$ cat src/rtl/pc_fetch_unit.sv
// -----------------------------------------------------------------------------
// pc_fetch_unit
//   Program-counter and fetch-sequencing stage for one core of the single-cycle
//   manycore MIPS. Presents a word-aligned fetch address to the core's
//   instruction ROM, takes the returned instruction word and chooses the next
//   PC (sequential, beq, j). A HALT opcode freezes the core until reset. Retired
//   instructions are counted, saturating at all-ones.
//
// Ports
//   clk_i            rising-edge clock
//   reset_i          synchronous, active-high reset (highest priority)
//   start_i          one-cycle pulse releasing the core from IDLE
//   stall_i          holds PC, count and state while in RUN
//   instr_i[31:0]    instruction word returned by the ROM for address pc_o
//   branch_taken_i   beq condition for the current instruction
//   pc_o[31:0]       fetch address to the ROM
//   pc_plus4_o[31:0] pc_o + 4, combinational
//   running_o        1 while in RUN
//   halted_o         1 while in HALTED
//   instr_count_o    instructions retired since reset
// -----------------------------------------------------------------------------
module pc_fetch_unit #(
   parameter int          CORE_ID     = 0,
   parameter logic [31:0] RESET_PC    = 32'd0,
   parameter logic [5:0]  HALT_OPCODE = 6'd63
) (
   input  logic        clk_i,
   input  logic        reset_i,
   input  logic        start_i,
   input  logic        stall_i,
   input  logic [31:0] instr_i,
   input  logic        branch_taken_i,
   output logic [31:0] pc_o,
   output logic [31:0] pc_plus4_o,
   output logic        running_o,
   output logic        halted_o,
   output logic [31:0] instr_count_o
);

   localparam logic [5:0] OP_J   = 6'd2;
   localparam logic [5:0] OP_BEQ = 6'd4;

   typedef enum logic [1:0] {
      ST_IDLE   = 2'd0,
      ST_RUN    = 2'd1,
      ST_HALTED = 2'd2
   } state_e;

   state_e      state_q, state_d;
   logic [31:0] pc_q, pc_d;
   logic [31:0] count_q, count_d;
   logic        running_q, running_d;
   logic        halted_q, halted_d;
   logic        retire_s;
   logic [5:0]  opcode_s;
   logic [31:0] jump_target_s;
   logic [31:0] branch_target_s;

   // Saturating increment so the retire counter never wraps back to zero.
   function automatic logic [31:0] sat_inc(input logic [31:0] value);
      if (value == 32'hFFFF_FFFF) begin
         sat_inc = value;
      end else begin
         sat_inc = value + 32'd1;
      end
   endfunction

   assign opcode_s        = instr_i[31:26];
   assign pc_plus4_o      = pc_q + 32'd4;
   assign jump_target_s   = {pc_plus4_o[31:28], instr_i[25:0], 2'b00};
   // Word offset is sign-extended and scaled by 4; the add wraps modulo 2^32.
   assign branch_target_s = pc_plus4_o + {{14{instr_i[15]}}, instr_i[15:0], 2'b00};

   // Next-state, next-PC and retire-count selection.
   always_comb begin
      state_d   = state_q;
      pc_d      = pc_q;
      count_d   = count_q;
      retire_s  = 1'b0;
      case (state_q)
         ST_IDLE: begin
            if (start_i) begin
               state_d = ST_RUN;
            end else begin
               state_d = ST_IDLE;
            end
         end
         ST_RUN: begin
            if (!stall_i) begin
               retire_s = 1'b1;
               count_d  = sat_inc(count_q);
               if (opcode_s == HALT_OPCODE) begin
                  state_d = ST_HALTED;
               end else if (opcode_s == OP_J) begin
                  pc_d = jump_target_s;
               end else if ((opcode_s == OP_BEQ) && branch_taken_i) begin
                  pc_d = branch_target_s;
               end else begin
                  pc_d = pc_plus4_o;
               end
            end else begin
               state_d = ST_RUN;
            end
         end
         ST_HALTED: begin
            state_d = ST_HALTED;
         end
         default: begin
            state_d = ST_IDLE;
            pc_d    = RESET_PC;
         end
      endcase
      running_d = (state_d == ST_RUN);
      halted_d  = (state_d == ST_HALTED);
   end

   // State, PC, counter and status flags; reset returns everything to IDLE.
   always_ff @(posedge clk_i) begin
      if (reset_i) begin
         state_q   <= ST_IDLE;
         pc_q      <= RESET_PC;
         count_q   <= 32'd0;
         running_q <= 1'b0;
         halted_q  <= 1'b0;
      end else begin
         state_q   <= state_d;
         pc_q      <= pc_d;
         count_q   <= count_d;
         running_q <= running_d;
         halted_q  <= halted_d;
      end
   end

   assign pc_o          = pc_q;
   assign instr_count_o = count_q;
   assign running_o     = running_q;
   assign halted_o      = halted_q;

`ifndef SYNTHESIS
   // Simulation-only retire trace.
   always @(posedge clk_i) begin
      if (!reset_i && retire_s) begin
         $display("[%0t] core %0d retire pc=%h instr=%h", $time, CORE_ID, pc_q, instr_i);
      end
   end
`endif

endmodule

$ cat config.mk
export PLATFORM = sky130hd
export DESIGN_NAME = pc_fetch_unit
export DESIGN_NICKNAME = d
export VERILOG_FILES = /design/src/rtl/pc_fetch_unit.sv
export SDC_FILE = /design/constraint.sdc
export NUM_CORES = 1
export LEC_CHECK = 0
export ABC_AREA = 1
export CAP_MARGIN = 30
export CORE_MARGIN = 2
export CORE_UTILIZATION = 40
export CTS_CLUSTER_DIAMETER = 80
export DETAILED_ROUTE_END_ITERATION = 16
export PLACE_DENSITY = 0.63
export SLEW_MARGIN = 40
export SYNTH_ARGS = -nofsm -noshare
export SYNTH_HDL_FRONTEND = slang
export SYNTH_SLANG_ARGS = --single-unit
$ cat constraint.sdc
create_clock -name clk_i -period 6.15 [get_ports clk_i]
set_input_delay 1.5375 -clock clk_i [delete_from_list [all_inputs] [get_ports clk_i]]
set_output_delay 1.5375 -clock clk_i [all_outputs]
set_load 0.05 [all_outputs]
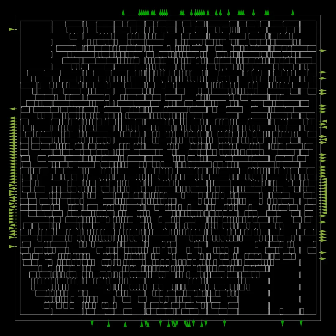
*Cell placement, run 1*
utilization of the core after routing: 0.506
non-filler cells in the finished layout: 1606

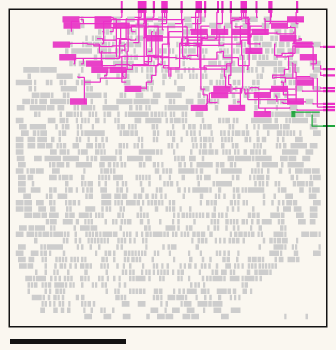
*Nets reached from selected ports, run 1*
Bar = 50 µm.
port	colour	bits	direction	edge	end cells	buffers	wire
`instr_count_o`	magenta	32	output	24 top, 8 right	32	32	1690 µm
`start_i`	green	1	input	right	1	1	22.9 µm
IO buf count: 130
Ports: 135

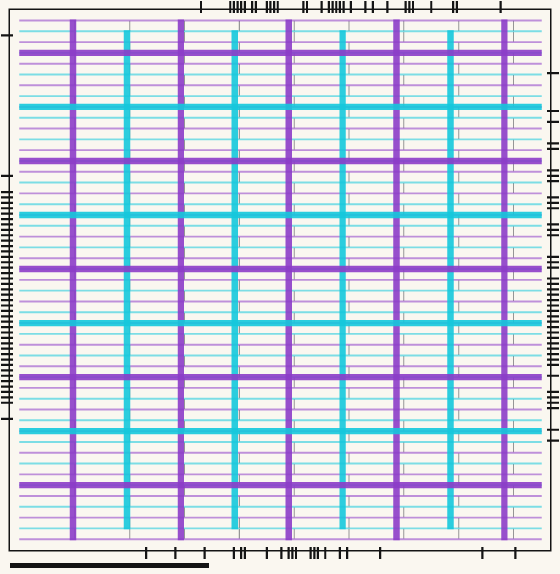
*PDN straps and rails, run 1*
Bar = 50 µm. Pins as bars on the die edge. Tap cells in grey.
net	colour
VDD	cyan
VSS	purple
met4 straps	9
tap cells	225
signal pins	135
met1 rails	49
rows	48
die width: 136 µm
floorplan die height: 136 µm

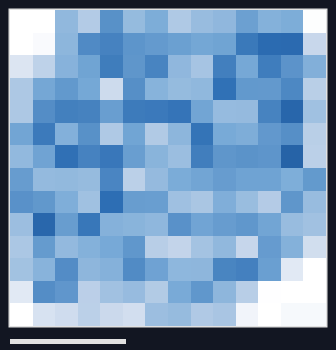
*Local utilization, run 1*
Bar = 50 µm. 14 x 14 tiles, from white (low) to dark blue (high), 0 to 100% covered.
tiles over 75% full	2.6%
fullest tile	80%
mean over tiles	46%
nearly empty tiles	5.1%
emptiest ninth of the die	bottom right
fraction of the core area occupied by cells at floorplan: 0.405
core footprint: 17200 µm²

==> Flow_metrics.wiki, run 1 <==
=== Physical design figures ===
{| class="wikitable"
! Metric !! Value
|-
| Final count of hold timing violations || 0
|-
| Hold Worst Slack || between 0.4 and 0.5 ns
|-
| Min-delay worst type || reg -> reg
|-
| Post-cts gate resize count || 0
|-
| Status || finished, final reports clean
|-
| Category of cells accounting for the largest share of critical-path delay || buffers and inverters
|-
| Flops out of synthesis || roughly 66
|-
| Fin area || roughly 8700 µm²
|-
| Clock tree from TritonCTS || built
|-
| Standard-cell rows || about 48
|-
| Area share of the leading cell type in the synthesized netlist || 0.248
|-
| Number of instances on the worst hold path || 2
|-
| Multi-input gates || approximately 980
|-
| Async set-reset flop share out of synthesis || 0
|-
| Number of enable-type register cells in the synthesized netlist || 0
|-
| Capturing point of the worst reg2reg path || pc_o[28]
|-
| Area fraction in mux cells || 0
|-
| Layout Skew || roughly 0.0064 ns
|-
| Top Usage Layer GRT || met2
|-
| Fraction of the mapped netlist area in compound gates || 0.109
|-
| Comb area || 4810 µm²
|-
| Number of warnings in the stage logs || 32
|-
| Full die area || around 18000 µm²
|-
| Adder-cell share of the synthesized area || 0.0694
|-
| Total DRC errors in the routed layout || 0
|-
| Biggest area cells || nand2_1, dfxtp_1, inv_1
|-
| DRT met1 WL || 12500 µm
|-
| Largest net degree at the start of global routing || roughly 58
|-
| Slew HR || 0.436
|-
| Sequential cell area share || 0.152
|-
| Depth of the most critical reg-to-reg path || 18
|-
| Relative contribution of sequential cells to total power || 0.402
|-
| Cells after DPL || around 1600
|-
| Level count of the clock H-tree || 3
|-
| GR Util All Layers || 0.283
|-
| Type of destination of the critical path || primary output
|-
| Post-layout total power || 1.08 mW
|-
| Shortest period the worst path allows || approximately 4.6 ns
|-
| Clock edge transition at the registers on the reported setup and hold paths || ~0.050 ns
|-
| Flop2flop setup slack || 2.61 ns
|-
| Startpoint kind of the worst setup timing path || flip-flop
|-
| Seq share, synth || 0.190
|-
| Measured slew at the worst slew-check pin || between 0.8 and 0.9 ns
|-
| Power of the combinational group || between 0.15 and 0.2 mW
|-
| Number of optimization iterations in the first detailed-route pass || 6
|-
| Avg Vias per Cell || between 5 and 6
|-
| Total half-perimeter wirelength after legalization and detailed placement || 21100 µm
|-
| Cell count in the Yosys report || around 1300
|-
| Fraction of layout cells with a size suffix above 1 || 0.0398
|-
| Crit-path slowest cell || clkdlybuf4s50_1
|}
[run 1: state kept, by name, summed over array words and instances, names as in the netlist]
name / count
halted_o: 1
instr_count_o: 32
pc_o: 30
running_o: 1
state_q: 2
[run 1: synth_stat cells (11+ instances only)]
| master | number |
|---|---|
| nand2_1 | 459 |
| inv_1 | 172 |
| nor2_1 | 139 |
| a21oi_1 | 86 |
| nand3_1 | 75 |
| dfxtp_1 | 66 |
| ha_1 | 37 |
| xor2_1 | 30 |
| nor3_1 | 29 |
| nand4_1 | 21 |
| o21ai_0 | 17 |
| clkbuf_1 | 16 |
| xnor2_1 | 12 |
| inv_2 | 11 |
==> run 2: changes to the inputs <==
- PLACE_DENSITY: 0.63 -> 0.66
- clock period: 6.15 -> 4 ns (I/O delays scaled with it)
==> Flow_metrics.wiki, run 2 <==
=== Physical design figures ===
{| class="wikitable"
! Metric !! Value
|-
| Status || finished, final reports clean (unchanged)
|-
| Avg Inst Size Synth || 5.53 µm² (unchanged)
|-
| Number of enable-type register cells in the synthesized netlist || 0 (unchanged)
|-
| Wire length of the first global-routing pass || 40400 µm (was 40300 µm)
|-
| Number of optimization iterations in the first detailed-route pass || 5 (was 6)
|-
| Final count of hold timing violations || 0 (unchanged)
|-
| Yosys simple share || 0.458 (unchanged)
|-
| Die width || 136 µm (unchanged)
|-
| Area fraction in mux cells || 0 (unchanged)
|-
| Measured slew at the worst slew-check pin || 0.852 ns (was 0.844 ns)
|-
| Yosys synthesis chip area || 6960 µm² (unchanged)
|-
| Slew HR || 0.431 (was 0.436)
|-
| Total DRC errors in the routed layout || 0 (unchanged)
|-
| Post-layout total power || 1.80 mW (was 1.08 mW)
|-
| Final setup viols || 0 (unchanged)
|-
| Layout Skew || 0.00683 ns (was 0.00643 ns)
|-
| Max-cap violation count || 0 (unchanged)
|-
| Category of cells accounting for the largest share of critical-path delay || buffers and inverters (unchanged)
|-
| Max IR drop VDD || 212 µV (was 157 µV)
|-
| Type of destination of the critical path || primary output (unchanged)
|-
| Post-Route WL || 26400 µm (was 26200 µm)
|-
| Average routed wire per standard cell || 16.3 µm (about the same)
|-
| Fraction of layout cells with a size suffix above 1 || 0.0474 (was 0.0398)
|-
| Number of warnings in the stage logs || 32 (unchanged)
|-
| Number of sinks handled by clock tree synthesis || 66 (unchanged)
|-
| Area growth, synth to finish || 27.0% (was 25.0%)
|-
| Ys flop type || dfxtp_1 (unchanged)
|-
| Clock latency on the worst-skew pair || 0.34 ns (about the same)
|-
| Worst setup path class || reg -> out (unchanged)
|-
| Number of flip-flops under the largest register name || 32 (unchanged)
|-
| Leakage power || 4.02 nW (was 3.94 nW)
|-
| Share of the clock period used by the worst path after layout || 0.989
|-
| GR Util All Layers || 0.284 (was 0.283)
|-
| Full die area || 18500 µm² (unchanged)
|-
| Shortest period the worst path allows || about 4 ns
|-
| Biggest area cells || nand2_1, dfxtp_1, inv_1 (unchanged)
|-
| Fraction of the mapped netlist area in compound gates || 0.109 (unchanged)
|-
| Total half-perimeter wirelength after legalization and detailed placement || 21500 µm (was 21100 µm)
|-
| Top cells by count, synth || nand2_1, inv_1, nor2_1 (unchanged)
|-
| Synth top cell by count || nand2_1 (unchanged)
|-
| Number of instances on the worst hold path || 2 (unchanged)
|-
| Post-cts gate resize count || 0 (unchanged)
|-
| Core footprint || 17200 µm² (unchanged)
|-
| Clock tree from TritonCTS || built (unchanged)
|-
| Ports || 135 (unchanged)
|-
| Number of global-route vias before repair || 7485 (was 7358)
|-
| Utilization of the core after routing || 0.515 (was 0.506)
|-
| Crit-path slowest cell || clkdlybuf4s50_1 (unchanged)
|-
| IO buf count || 130 (unchanged)
|-
| Largest net degree at the start of global routing || 44 (was 58)
|-
| Flops out of synthesis || 66 (unchanged)
|-
| Crit path depth || 7 (unchanged)
|-
| Setup fix buffers added after clock tree synthesis || 0 (unchanged)
|-
| Min-delay worst type || reg -> reg (unchanged)
|-
| Fin area || 8840 µm² (was 8700 µm²)
|-
| Area share of the leading cell type in the synthesized netlist || 0.248 (unchanged)
|-
| Synthesized area || 6960 µm² (unchanged)
|-
| Power density cells || 204 nW/µm² (was 125 nW/µm²)
|-
| Last element of the critical path || pc_plus4_o[19] (unchanged)
|-
| Cells after DPL || 1602 (was 1591)
|-
| Startpoint kind of the worst setup timing path || flip-flop (unchanged)
|-
| CP bufs+invs || 2 (unchanged)
|-
| Cell taking the most area after synthesis || nand2_1 (unchanged)
|-
| Level count of the clock H-tree || 3 (unchanged)
|-
| Cell count in the Yosys report || 1259 (unchanged)
|-
| Avg Vias per Cell || 5.11 (was 5.13)
|-
| Clock edge transition at the registers on the reported setup and hold paths || 0.06 ns (was 0.05 ns)
|-
| Synth Instances || 1259 (unchanged)
|-
| Depth of the most critical reg-to-reg path || 18 (unchanged)
|-
| Capturing point of the worst reg2reg path || pc_o[20] (was pc_o[28])
|-
| Yosys warns || 0 (unchanged)
|-
| Async set-reset flop share out of synthesis || 0 (unchanged)
|-
| Hold Worst Slack || 0.493 ns (was 0.486 ns)
|-
| Floorplan die height || 136 µm (unchanged)
|-
| RSZ-0062 raised after global routing || false (unchanged)
|-
| Layout Nets || 1463 (was 1452)
|-
| Flop2flop setup slack || 0.36 ns (was 2.61 ns)
|-
| Fraction of the core area occupied by cells at floorplan || 0.405 (unchanged)
|-
| Hold Startpoint || instr_count_o[31] (unchanged)
|-
| Adder-cell share of the synthesized area || 0.0694 (unchanged)
|-
| Seq share, synth || 0.190 (unchanged)
|-
| Largest stage delay, worst path || 0.88 ns (was 0.91 ns)
|-
| Peak clock frequency supported by timing || roughly 250 MHz
|}
-- run 2: cell counts after synthesis --
Identical to the previous run, type by type.
-- run 2: report_power, final --
part	switching, mW	total [mW]	internal, mW
Sequential	0.00634	0.669	0.662
Clock	0.308	0.872	0.563
Combinational	0.169	0.263	0.0935
Total	0.484	1.80	1.32
-- run 2: layout make-up --
class	count	area [µm²]
fillers	1873	8340
multi-input cells	983	4810
repair buffers	145	1410
flip-flops and latches	66	1320
inverters	183	687
well taps	225	282
clock buffers	10	239
clock inverters	6	90.1
-- run 2: routing by layer --
layer	global-route usage	vias to the layer above	wire, µm
li1	-	4220	-
met1	0.404	3663	12100
met2	0.435	344	11100
met3	0.0593	36	2460
met4	0.0741	0	667
met5	0	-	0
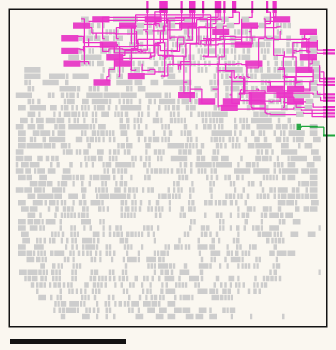
*Nets reached from selected ports, run 2*
Bar = 50 µm.
port	colour	bits	direction	edge	end cells	buffers	wire
`start_i`	green	1	input	right	1	1	18.9 µm
`instr_count_o`	magenta	32	output	20 top, 12 right	32	32	1740 µm

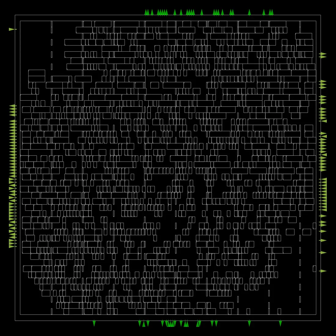
*Cell placement, run 2*
non-filler cells in the finished layout: 1618
standard-cell rows: 48
TAP cells: 225
filler cell count in the final layout: 1873

Power is estimated from default activity; no workload was simulated.
